File: src/rtl/neuron_seq_ctrl.sv
// Time-shared multiply-accumulate controller for one fully-connected neuron.
// Streams activation/weight pairs from synchronous RAMs, adds bias, rescales and clamps to 0..255.
module neuron_seq_ctrl #(
    parameter int N_INPUTS = 784,
    parameter int ADDR_W   = 10,
    parameter int ACC_W    = 36,
    parameter int SHIFT    = 0
) (
    input  logic              clk,
    input  logic              rst,
    input  logic              start,
    input  logic [7:0]        bias,
    output logic              in_rd_en,
    output logic [ADDR_W-1:0] in_addr,
    input  logic [7:0]        in_data,
    output logic              wt_rd_en,
    output logic [ADDR_W-1:0] wt_addr,
    input  logic [15:0]       wt_data,
    output logic              busy,
    output logic              done,
    output logic [7:0]        out_data
);

    typedef enum logic [1:0] {
        IDLE   = 2'd0,
        RUN    = 2'd1,
        DRAIN  = 2'd2,
        FINISH = 2'd3
    } state_t;

    localparam logic [ADDR_W-1:0] LAST_ADDR = ADDR_W'(N_INPUTS - 1);

    state_t                   state_r;
    state_t                   state_s;
    logic                     accept_s;
    logic signed [ACC_W-1:0]  acc_r;
    logic        [7:0]        bias_r;
    logic        [ADDR_W-1:0] addr_r;
    logic                     rd_en_r;
    logic                     valid_r;
    logic                     busy_r;
    logic                     done_r;
    logic        [7:0]        out_r;
    logic signed [24:0]       wt_ext_s;
    logic signed [24:0]       act_ext_s;
    logic signed [24:0]       prod_s;
    logic signed [ACC_W-1:0]  shifted_s;
    logic        [ACC_W:0]    sum_s;
    logic        [7:0]        clamp_s;

    function automatic logic [7:0] clamp_u8(input logic [ACC_W:0] v);
        if (v[ACC_W]) begin
            return 8'd0;
        end else if (|v[ACC_W-1:8]) begin
            return 8'd255;
        end else begin
            return v[7:0];
        end
    endfunction

    // Next-state logic; start is only honoured once busy has dropped after the done cycle
    always_comb begin
        state_s  = state_r;
        accept_s = 1'b0;
        case (state_r)
            IDLE: begin
                if (start && !busy_r) begin
                    accept_s = 1'b1;
                    state_s  = RUN;
                end else begin
                    state_s  = IDLE;
                end
            end
            RUN: begin
                if (addr_r == LAST_ADDR) begin
                    state_s = DRAIN;
                end else begin
                    state_s = RUN;
                end
            end
            DRAIN:   state_s = FINISH;
            FINISH:  state_s = IDLE;
            default: state_s = IDLE;
        endcase
    end

    // Product, rescale and saturation of the accumulated sum
    always_comb begin
        wt_ext_s  = {{9{wt_data[15]}}, wt_data};
        act_ext_s = {17'd0, in_data};
        prod_s    = wt_ext_s * act_ext_s;
        shifted_s = acc_r >>> SHIFT;
        sum_s     = {shifted_s[ACC_W-1], shifted_s} + {{(ACC_W - 7){bias_r[7]}}, bias_r};
        clamp_s   = clamp_u8(sum_s);
    end

    // State register
    always_ff @(posedge clk) begin
        if (rst) begin
            state_r <= IDLE;
        end else begin
            state_r <= state_s;
        end
    end

    // Address issue, MAC pipeline and result registers
    always_ff @(posedge clk) begin
        if (rst) begin
            acc_r   <= '0;
            bias_r  <= 8'd0;
            addr_r  <= '0;
            rd_en_r <= 1'b0;
            valid_r <= 1'b0;
            busy_r  <= 1'b0;
            done_r  <= 1'b0;
            out_r   <= 8'd0;
        end else begin
            valid_r <= rd_en_r;
            done_r  <= 1'b0;
            if (accept_s) begin
                bias_r  <= bias;
                acc_r   <= '0;
                addr_r  <= '0;
                rd_en_r <= 1'b1;
                busy_r  <= 1'b1;
            end else begin
                if (valid_r) begin
                    acc_r <= acc_r + {{(ACC_W - 25){prod_s[24]}}, prod_s};
                end
                if (state_r == RUN) begin
                    if (addr_r == LAST_ADDR) begin
                        rd_en_r <= 1'b0;
                    end else begin
                        addr_r <= addr_r + {{(ADDR_W - 1){1'b0}}, 1'b1};
                    end
                end
                if (state_r == FINISH) begin
                    done_r <= 1'b1;
                    out_r  <= clamp_s;
                end
                // busy covers the done cycle so a start there is ignored
                if (done_r) begin
                    busy_r <= 1'b0;
                end
            end
        end
    end

    assign in_rd_en = rd_en_r;
    assign wt_rd_en = rd_en_r;
    assign in_addr  = addr_r;
    assign wt_addr  = addr_r;
    assign busy     = busy_r;
    assign done     = done_r;
    assign out_data = out_r;

endmodule

File: config.mk
export PLATFORM = sky130hd
export DESIGN_NAME = neuron_seq_ctrl
export DESIGN_NICKNAME = d
export VERILOG_FILES = /design/src/rtl/neuron_seq_ctrl.sv
export SDC_FILE = /design/constraint.sdc
export NUM_CORES = 1
export LEC_CHECK = 0
export ABC_CLOCK_PERIOD_IN_PS = 18650
export CAP_MARGIN = 20
export CORE_UTILIZATION = 45
export DETAILED_ROUTE_END_ITERATION = 7
export HOLD_SLACK_MARGIN = 0.08
export PLACE_DENSITY_LB_ADDON = 0.3
export SYNTH_ARGS = -nofsm -noshare
export SYNTH_HDL_FRONTEND = slang
export SYNTH_SLANG_ARGS = --single-unit
File: constraint.sdc
create_clock -name clk -period 18.65 [get_ports clk]
set_input_delay 2.7975 -clock clk [delete_from_list [all_inputs] [get_ports clk]]
set_output_delay 2.7975 -clock clk [all_outputs]
set_load 0.01 [all_outputs]
Routed metal, one color a layer:
(2 px per um) Two of the layers only.
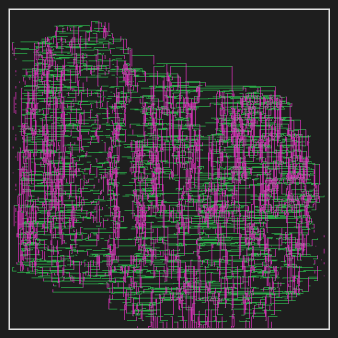
[magenta] M2 | wire length: 11000 um
[green] M1 | wire length: 12200 um
WL/cell: 14.0 um
total wire length: 24200 um
DR vias: 9207
Tot GR Track Use: 0.196

The metal 2 layer:
(2 px per um)
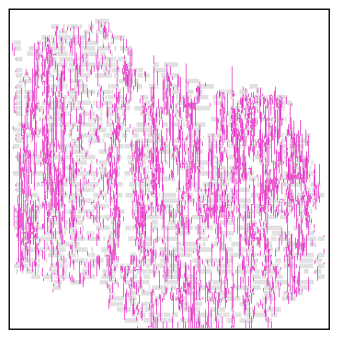
wire length on this layer: 11000 um
main direction: vertical
met2 Usage GRT: 0.320

==> results_slide.txt <==
Flow Results at a Glance

Finish
  • Combinational share of cell area: 0.721
  • Most frequent cells in the layout: inv_1, nand2_1, ha_1
  • Bufs w/o clock: approximately 72
  • Non-clock buffer share: 0.0586
  • Design Area, Final: around 12000 sq um
  • #MultiIn Comb: 1073

Worst hold path
  • Hold Path Depth: 2

Drt
  • Via density: roughly 5.3
  • Met2 wire length: between 10000 and 15000 um
  • Post-DRT Antenna Nets: 0
  • DRT iter0 DRCs: 444
  • Initial DRT Pass Iterations: 5

Place
  • Pre-CTS setup slack: 7.63 ns
  • # port buffers: 66

Floorplanning
  • CORE AREA: around 24000 sq um
  • Pre-Place Util: 0.459
  • Tap Cells: ~320

Final timing
  • Worst Max-Slew Pin Slew: 0.701 ns
  • Fmax: around 94 MHz
  • Final hold vios: 0
  • PnR worst setup slack: 8.01 ns

Power and ir drop
  • Switch share: 0.508
  • P_leak: between 0.005 and 0.006 uW
  • Register share of total power: 0.100
  • Pint: 899 uW

Synth
  • Largest type area fraction: 0.187
  • Post-Synthesis Cells: 1365
  • Dominant register cell: dfxtp_1
  • Cell count in the Yosys report: about 1400
  • Leading area contributor after synthesis: fa_1
  • Syn_area_per_cell: between 8 and 9 sq um
  • Register area share after synthesis: 0.122
  • Synth area leaders: fa_1, ha_1, dfxtp_1, inv_1, a21oi_1

CTS
  • Cts bufs inserted: 9
  • Post_cts resized: 0

Run status
  • Outcome: finished, final reports clean

Job
  • Tool warnings: 29
  • Max Cap Viol: 0

Setup path
  • Critical-path maximum fanout: 16
  • Setup CP Type: input pin to flip-flop
  • Worst Setup End Kind: flip-flop

Global route
  • Met3 Track Usage GR: 0.0232
Cell outlines without signal wires:
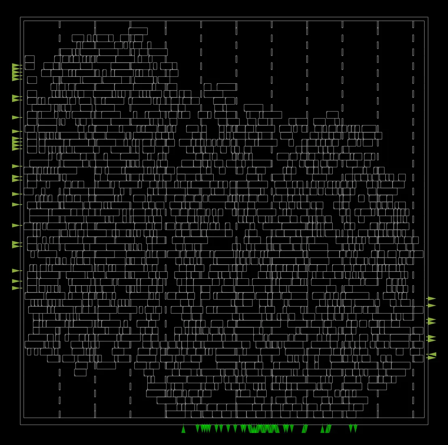
sequential cell area share: 0.111
final core occ: 0.505
# fillers: 2388

==> sequential cells by signal, indices dropped and copies added, names as in the netlist, named ones only <==
name      cells
out_data      8
valid_r       1
in_addr      10
acc_r        36
busy          1
bias_r        8
in_rd_en      1
state_r       1
done          1
==> power by group through the flow <==
stage                     Sequential [uW]  Clock, uW  Combinational (uW)
after CTS                             185        164                1490
after floorplan                       177          0                1220
after global placement                187          0                1450
final                                 183        161                1480
after global routing                  186        171                1690
after detailed placement              188          0                1480
==> kinds of logic after synthesis <==
family | count (synthesis) | synth area share
flip-flops | 68 | 0.122
AND-OR/OR-AND | 302 | 0.182
adder cells (fa/ha/maj) | 228 | 0.327
XOR/XNOR | 82 | 0.0646
multiplexers | 35 | 0.0317
AND/OR/NAND/NOR | 426 | 0.188
buffers and inverters | 224 | 0.0842
==> Yosys cell counts (8+ instances only) <==
library cell / n
a21o_1: 41
inv_1: 173
o21a_1: 8
buf_4: 15
nor2_1: 101
fa_1: 104
mux2i_1: 33
nand2_1: 125
clkbuf_1: 27
a21oi_1: 111
a211oi_1: 15
a311oi_1: 9
dfxtp_1: 68
ha_1: 124
o211ai_1: 11
nand3_1: 14
a31oi_1: 10
nor2b_1: 12
and2_1: 80
nor3_1: 16
nand2b_1: 14
and3_1: 16
xor2_1: 33
xnor2_1: 49
nand4_1: 18
o21ai_0: 27
o21bai_1: 15
==> metrics by stage <==
step | cells | hold WS (ns)
6_report | 1726 | 0.456
5_1_grt | 1726 | 0.477
4_1_cts | 1725 | 0.456
3_5_place_dp | 1709 | 0.449
3_3_place_gp | 1709 | 0.450
2_1_floorplan | 1365 | 0.440
Power figures rest on the tool's default switching activity, not on a simulated workload.
